<file path="config.mk">
export PLATFORM = sky130hd
export DESIGN_NAME = free_list_ctrl_flat
export DESIGN_NICKNAME = d
export VERILOG_FILES = /design/src/rtl/free_list_ctrl_if.sv /design/src/rtl/free_list_ctrl.sv /design/src/flat_wrapper.sv
export SDC_FILE = /design/constraint.sdc
export NUM_CORES = 1
export LEC_CHECK = 0
export CAP_MARGIN = 5
export CELL_PAD_IN_SITES_DETAIL_PLACEMENT = 0
export CELL_PAD_IN_SITES_GLOBAL_PLACEMENT = 1
export CORE_UTILIZATION = 24
export DETAILED_ROUTE_END_ITERATION = 12
export PLACE_DENSITY_LB_ADDON = 0.1
export RECOVER_POWER = 25
export SKIP_CTS_REPAIR_TIMING = 1
export SYNTH_ARGS = -nofsm -noshare
export SYNTH_HDL_FRONTEND = slang
export SYNTH_SLANG_ARGS = --single-unit
export TNS_END_PERCENT = 1
</file>
<file path="constraint.sdc">
create_clock -name i_clk -period 7.4 [get_ports i_clk]
set_clock_uncertainty 0.2 [all_clocks]
set_input_delay 1.48 -clock i_clk [delete_from_list [all_inputs] [get_ports i_clk]]
set_output_delay 1.48 -clock i_clk [all_outputs]
set_load 0.005 [all_outputs]
</file>
<file path="src/rtl/free_list_ctrl_if.sv">
// Bundle between the rename/commit stages and free_list_ctrl: decode request,
// commit returns, packed return ports to free_list, and flush/status signals.
interface free_list_ctrl_if #(
  parameter int TAG_W = 6
);
  logic [3:0]       i_dec_valid;
  logic [3:0]       i_dec_has_rd;
  logic             o_dec_ready;
  logic [2:0]       o_req_count;
  logic [3:0]       i_com_free;
  logic [TAG_W-1:0] i_com_p0;
  logic [TAG_W-1:0] i_com_p1;
  logic [TAG_W-1:0] i_com_p2;
  logic [TAG_W-1:0] i_com_p3;
  logic [2:0]       o_ret_count;
  logic [TAG_W-1:0] o_ret_p0;
  logic [TAG_W-1:0] o_ret_p1;
  logic [TAG_W-1:0] o_ret_p2;
  logic [TAG_W-1:0] o_ret_p3;
  logic             i_flush;
  logic             i_recover_done;
  logic [6:0]       o_free_count;
  logic             o_recovering;
  logic [15:0]      o_stall_cycles;

  modport slave (
    input  i_dec_valid, i_dec_has_rd, i_com_free,
    input  i_com_p0, i_com_p1, i_com_p2, i_com_p3,
    input  i_flush, i_recover_done,
    output o_dec_ready, o_req_count, o_ret_count,
    output o_ret_p0, o_ret_p1, o_ret_p2, o_ret_p3,
    output o_free_count, o_recovering, o_stall_cycles
  );

  modport master (
    output i_dec_valid, i_dec_has_rd, i_com_free,
    output i_com_p0, i_com_p1, i_com_p2, i_com_p3,
    output i_flush, i_recover_done,
    input  o_dec_ready, o_req_count, o_ret_count,
    input  o_ret_p0, o_ret_p1, o_ret_p2, o_ret_p3,
    input  o_free_count, o_recovering, o_stall_cycles
  );
endinterface

</file>
<file path="src/rtl/free_list_ctrl.sv">
// Allocation/return controller for free_list: grants decode groups against a
// mirrored free count, packs commit returns, and blocks allocation during flush.
// Optional properties are compiled in with FREE_LIST_CTRL_FORMAL_EN.
module free_list_ctrl #(
  parameter int PHYS_REGS = 64,
  parameter int ARCH_REGS = 32,
  parameter int TAG_W     = 6,
  parameter int WIDTH     = 4
) (
  input  logic                  i_clk,
  input  logic                  i_rst_n,
  free_list_ctrl_if.slave       bus
);
  localparam int FREE_INIT = PHYS_REGS - ARCH_REGS;

  typedef enum logic {ST_RUN = 1'b0, ST_FLUSH = 1'b1} state_t;

  state_t           r_state;
  state_t           w_state_next;
  logic [6:0]       r_free_count;
  logic [2:0]       r_ret_cnt;
  logic [TAG_W-1:0] r_ret_p [WIDTH];
  logic [15:0]      r_stall;

  logic [2:0]       w_need;
  logic             w_dec_ready;
  logic [2:0]       w_req;
  logic [7:0]       w_free_next;
  logic [2:0]       w_ret_cnt;
  logic [TAG_W-1:0] w_com_p [WIDTH];
  logic [TAG_W-1:0] w_ret_p [WIDTH];

  assign w_com_p[0] = bus.i_com_p0;
  assign w_com_p[1] = bus.i_com_p1;
  assign w_com_p[2] = bus.i_com_p2;
  assign w_com_p[3] = bus.i_com_p3;

  assign w_need      = 3'($countones(bus.i_dec_valid & bus.i_dec_has_rd));
  // Grant checks only the registered count; same-cycle returns are not bypassed.
  assign w_dec_ready = i_rst_n && (r_state == ST_RUN) && !bus.i_flush &&
                       ({4'b0, w_need} <= r_free_count);
  assign w_req       = w_dec_ready ? w_need : 3'd0;
  assign w_free_next = {1'b0, r_free_count} - {5'b0, w_req} + {5'b0, r_ret_cnt};

  always_comb begin
    w_state_next = r_state;
    case (r_state)
      ST_RUN:   if (bus.i_flush) w_state_next = ST_FLUSH;
      ST_FLUSH: if (bus.i_recover_done && !bus.i_flush) w_state_next = ST_RUN;
      default:  w_state_next = ST_RUN;
    endcase
  end

  // Pack released tags lowest slot first; unused lanes stay zero.
  always_comb begin
    logic [2:0] idx;
    idx       = 3'd0;
    w_ret_cnt = 3'd0;
    for (int s = 0; s < WIDTH; s++) w_ret_p[s] = '0;
    for (int s = 0; s < WIDTH; s++) begin
      if (bus.i_com_free[s]) begin
        w_ret_p[idx[1:0]] = w_com_p[s];
        idx               = idx + 3'd1;
      end
    end
    w_ret_cnt = idx;
  end

  always_ff @(posedge i_clk) begin
    if (!i_rst_n) begin
      r_state      <= ST_RUN;
      r_free_count <= 7'(FREE_INIT);
      r_ret_cnt    <= 3'd0;
      r_stall      <= 16'd0;
    end else begin
      r_state      <= w_state_next;
      r_free_count <= w_free_next[6:0];
      r_ret_cnt    <= w_ret_cnt;
      if (|bus.i_dec_valid && !w_dec_ready && r_stall != 16'hFFFF)
        r_stall <= r_stall + 16'd1;
    end
  end

  for (genvar gi = 0; gi < WIDTH; gi++) begin : g_ret
    always_ff @(posedge i_clk) begin
      if (!i_rst_n) r_ret_p[gi] <= '0;
      else          r_ret_p[gi] <= w_ret_p[gi];
    end
  end

  assign bus.o_dec_ready    = w_dec_ready;
  assign bus.o_req_count    = w_req;
  assign bus.o_ret_count    = r_ret_cnt;
  assign bus.o_ret_p0       = r_ret_p[0];
  assign bus.o_ret_p1       = r_ret_p[1];
  assign bus.o_ret_p2       = r_ret_p[2];
  assign bus.o_ret_p3       = r_ret_p[3];
  assign bus.o_free_count   = r_free_count;
  assign bus.o_recovering   = (r_state == ST_FLUSH);
  assign bus.o_stall_cycles = r_stall;

`ifdef FREE_LIST_CTRL_FORMAL_EN
  logic f_past_valid;

  always_ff @(posedge i_clk) begin
    if (!i_rst_n) f_past_valid <= 1'b1;
  end

  always_comb begin
    if (!f_past_valid) assume (!i_rst_n);
    for (int s = 0; s < WIDTH; s++) begin
      if (bus.i_com_free[s]) assume (int'(w_com_p[s]) >= ARCH_REGS);
    end
    if (f_past_valid && i_rst_n) begin
      assert (int'(r_free_count) <= FREE_INIT);
      assert ({4'b0, w_req} <= r_free_count);
      if (r_state == ST_FLUSH) assert (w_req == 3'd0);
      for (int n = 0; n < WIDTH; n++) begin
        if (n >= int'(r_ret_cnt)) assert (r_ret_p[n] == '0);
      end
    end
  end

  always_ff @(posedge i_clk) begin
    if (f_past_valid && i_rst_n)
      cover (r_state == ST_FLUSH && w_state_next == ST_RUN &&
             int'(r_free_count) == FREE_INIT);
  end
`endif
endmodule
</file>
<file path="src/flat_wrapper.sv">
// flat-port wrapper written by rule: the top's interface ports become plain ports
module free_list_ctrl_flat 
#(
  parameter int PHYS_REGS = 64,
  parameter int ARCH_REGS = 32,
  parameter int TAG_W     = 6,
  parameter int WIDTH     = 4
)
  (i_clk, i_rst_n, bus_i_dec_valid, bus_i_dec_has_rd, bus_i_com_free, bus_i_com_p0, bus_i_com_p1, bus_i_com_p2, bus_i_com_p3, bus_i_flush, bus_i_recover_done, bus_o_dec_ready, bus_o_req_count, bus_o_ret_count, bus_o_ret_p0, bus_o_ret_p1, bus_o_ret_p2, bus_o_ret_p3, bus_o_free_count, bus_o_recovering, bus_o_stall_cycles);
  free_list_ctrl_if #(.TAG_W(TAG_W)) bus_i ();
  input  logic i_clk;
  input  logic i_rst_n;
  input wire logic [$bits(bus_i.i_dec_valid)-1:0] bus_i_dec_valid;
  input wire logic [$bits(bus_i.i_dec_has_rd)-1:0] bus_i_dec_has_rd;
  input wire logic [$bits(bus_i.i_com_free)-1:0] bus_i_com_free;
  input wire logic [$bits(bus_i.i_com_p0)-1:0] bus_i_com_p0;
  input wire logic [$bits(bus_i.i_com_p1)-1:0] bus_i_com_p1;
  input wire logic [$bits(bus_i.i_com_p2)-1:0] bus_i_com_p2;
  input wire logic [$bits(bus_i.i_com_p3)-1:0] bus_i_com_p3;
  input wire logic [$bits(bus_i.i_flush)-1:0] bus_i_flush;
  input wire logic [$bits(bus_i.i_recover_done)-1:0] bus_i_recover_done;
  output wire logic [$bits(bus_i.o_dec_ready)-1:0] bus_o_dec_ready;
  output wire logic [$bits(bus_i.o_req_count)-1:0] bus_o_req_count;
  output wire logic [$bits(bus_i.o_ret_count)-1:0] bus_o_ret_count;
  output wire logic [$bits(bus_i.o_ret_p0)-1:0] bus_o_ret_p0;
  output wire logic [$bits(bus_i.o_ret_p1)-1:0] bus_o_ret_p1;
  output wire logic [$bits(bus_i.o_ret_p2)-1:0] bus_o_ret_p2;
  output wire logic [$bits(bus_i.o_ret_p3)-1:0] bus_o_ret_p3;
  output wire logic [$bits(bus_i.o_free_count)-1:0] bus_o_free_count;
  output wire logic [$bits(bus_i.o_recovering)-1:0] bus_o_recovering;
  output wire logic [$bits(bus_i.o_stall_cycles)-1:0] bus_o_stall_cycles;
  assign bus_i.i_dec_valid = bus_i_dec_valid;
  assign bus_i.i_dec_has_rd = bus_i_dec_has_rd;
  assign bus_i.i_com_free = bus_i_com_free;
  assign bus_i.i_com_p0 = bus_i_com_p0;
  assign bus_i.i_com_p1 = bus_i_com_p1;
  assign bus_i.i_com_p2 = bus_i_com_p2;
  assign bus_i.i_com_p3 = bus_i_com_p3;
  assign bus_i.i_flush = bus_i_flush;
  assign bus_i.i_recover_done = bus_i_recover_done;
  assign bus_o_dec_ready = bus_i.o_dec_ready;
  assign bus_o_req_count = bus_i.o_req_count;
  assign bus_o_ret_count = bus_i.o_ret_count;
  assign bus_o_ret_p0 = bus_i.o_ret_p0;
  assign bus_o_ret_p1 = bus_i.o_ret_p1;
  assign bus_o_ret_p2 = bus_i.o_ret_p2;
  assign bus_o_ret_p3 = bus_i.o_ret_p3;
  assign bus_o_free_count = bus_i.o_free_count;
  assign bus_o_recovering = bus_i.o_recovering;
  assign bus_o_stall_cycles = bus_i.o_stall_cycles;
  free_list_ctrl #(.PHYS_REGS(PHYS_REGS), .ARCH_REGS(ARCH_REGS), .TAG_W(TAG_W), .WIDTH(WIDTH)) u_core (.i_clk(i_clk), .i_rst_n(i_rst_n), .bus(bus_i));
endmodule
</file>
Figure 1. Placement by cell class.
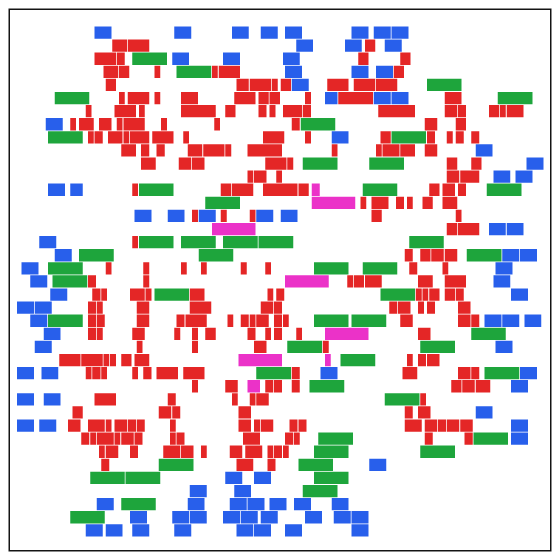
class	colour	cells	share of their area
remaining logic cells	red	271	46%
remaining buffers and delay cells	blue	96	24%
clock drivers and dummy loads	magenta	8	3.6%
registers	green	51	26%
row count: 39
post-route cell area: 0.00410 mm2
core area: 0.0116 mm2
Final Util: 0.353

Figure 2. Cells by drive strength.
Scale bar: 20 um.
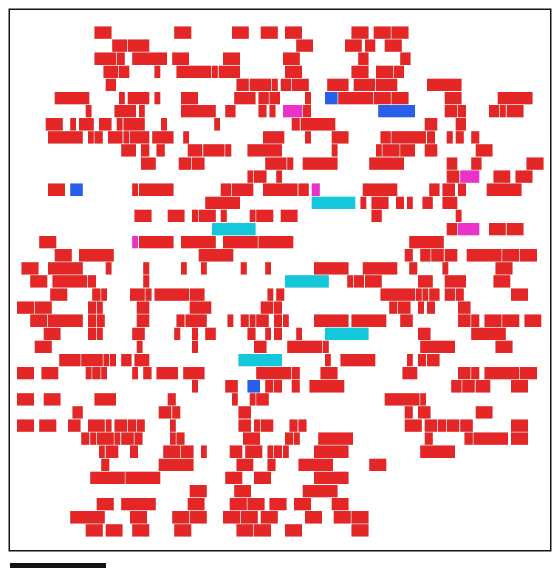
size	colour	cells	share
x6 and larger	cyan	5	1.2%
x3 and x4	blue	4	0.94%
x2	magenta	5	1.2%
x1 and smaller	red	412	97%

Figure 3. Clock wires, drivers and flops.
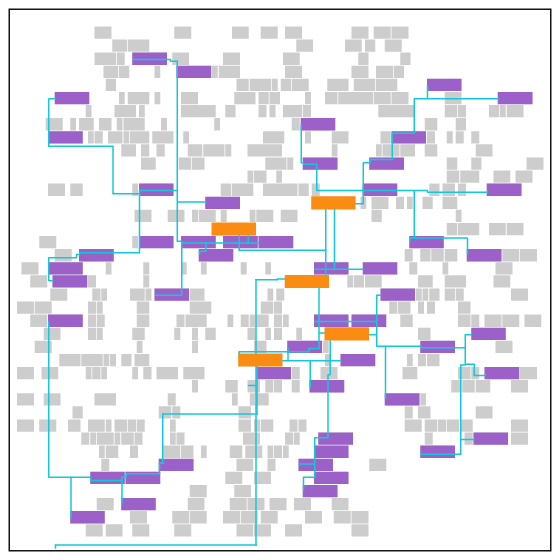
[clock wires] cyan | length: 810 um
[flip-flops] purple | count: 51
[clock-net drivers] orange | count: 5
routed clock nets	6

==> results.cfg <==
; synthesis and place-and-route metrics
[layout]
most-common-layout-cells = clkdlybuf4s50_1 (68), dfxtp_1 (51), nand2_1 (34)
logic_area_mm2 = 0.00171
n_antenna_cell = 0
area_growth_pct = 40.8
seq_area_mm2 = 0.00102
final_net_count = 493
largest_reg_flops = 24

[logic_synthesis]
syn_nets = 408
ys_warn_count = 0
ys_cells = 340
ff_type = dfxtp_1
ys.flops = 51
synthAdderAreaFrac = 0.131
synth_top_area_share = 0.351
ys_seq_frac = 0.351
yosys.area_share.xor_xnor = 0.0181
syn_area_mm2 = 0.00291
compound_area_frac = 0.188
ys_sh_simple = 0.237
async_flop_share = 0

[pwr]
combinationalPower_w = 0.000333
power_frac_comb = 0.377
total_power_w = 0.000882
intPower_w = 0.000594
powerClk_w = 0.000229
p_sw_w = 0.000288
p_leak_nw = 1.65
seqPwrFrac = 0.363
pg_seq_w = 0.000320

[floorplanning]
top_level_ports = 95
dieArea_mm2 = 0.0126
fp.dieH_um = 112
fp_util = 0.251

[worst_hold_path]
hold_class = register to register
worstHoldEndpoint = u_core.bus.o_stall_cycles[9]
holdPathStages = 2

[grt]
track_usage = 0.141
grt_pass1_wl_mm = 14.0
grt.busiest_layer = met2
use_met1 = 0.180
grt.overflow.total = 0

[critical_path]
reg2reg_from = u_core.bus.o_free_count[1]
cpPeakStageDelay_ns = 0.56
worstSetupStartpointType = input pin
cp_max_fo = 29
crit_path_start = bus_i_dec_valid[2]
worstSetupPathType = input pin to output pin
regToRegSetupSlack_ns = 3.82
worstReg2RegEnd = u_core.bus.o_free_count[6]
worstPathArrival_ns = 4.88
endpoint = bus_o_dec_ready
critPathCaptureType = output pin

[place]
gp_congestion = 0.775
dp_hpwl_mm = 6.56
portBuffers = 94
place_ws_ns = 0.820
place_area_mm2 = 0.00396

[cts]
clockBufferDepth = 2
insertion_delay_ns = 0.29
htree_num_levels = 2
cts-root-buf = clkbuf_16
cts_tree = done
path_clk_slew_ns = 0.07

[detailed_routing]
drc = 4
routed_via_density = 4.90
vias = 2786
wl_per_cell_um = 14.9
dr_wl_met3_um = 505
highest_layer = met4
m1WireLength_mm = 3.92
wl_mm = 8.50
wl_met2_mm = 3.99
drt_first_pass_iters = 8

[final_timing]
period_needed_ns = 6.56
hold_viol = 0
rsz0062_at_grt = no
worst_slack_ns = 0.839
setup_viol = 0
holdWs_ns = 0.289
fin_tns_setup_ns = 0
fmax_mhz = 152
min_period_over_period = 0.887

[status]
violations = DRC
status = finished, violations left
final cells by class:
cell class	count	share of cell area
sequential	51	0.249
tap	143	0.0437
clock inverter	2	0.00305
timing repair buffer	96	0.233
multi-input combinational	247	0.417
clock buffer	6	0.0315
inverter	24	0.0220
critical path: cells and delay by family:
| kind | cells | cell delay [ns] |
|---|---|---|
| buf+inv | 3 | 1.32 |
| compound gates | 2 | 0.36 |
| fa+ha+maj | 4 | 1.29 |
| simple gates | 2 | 0.43 |
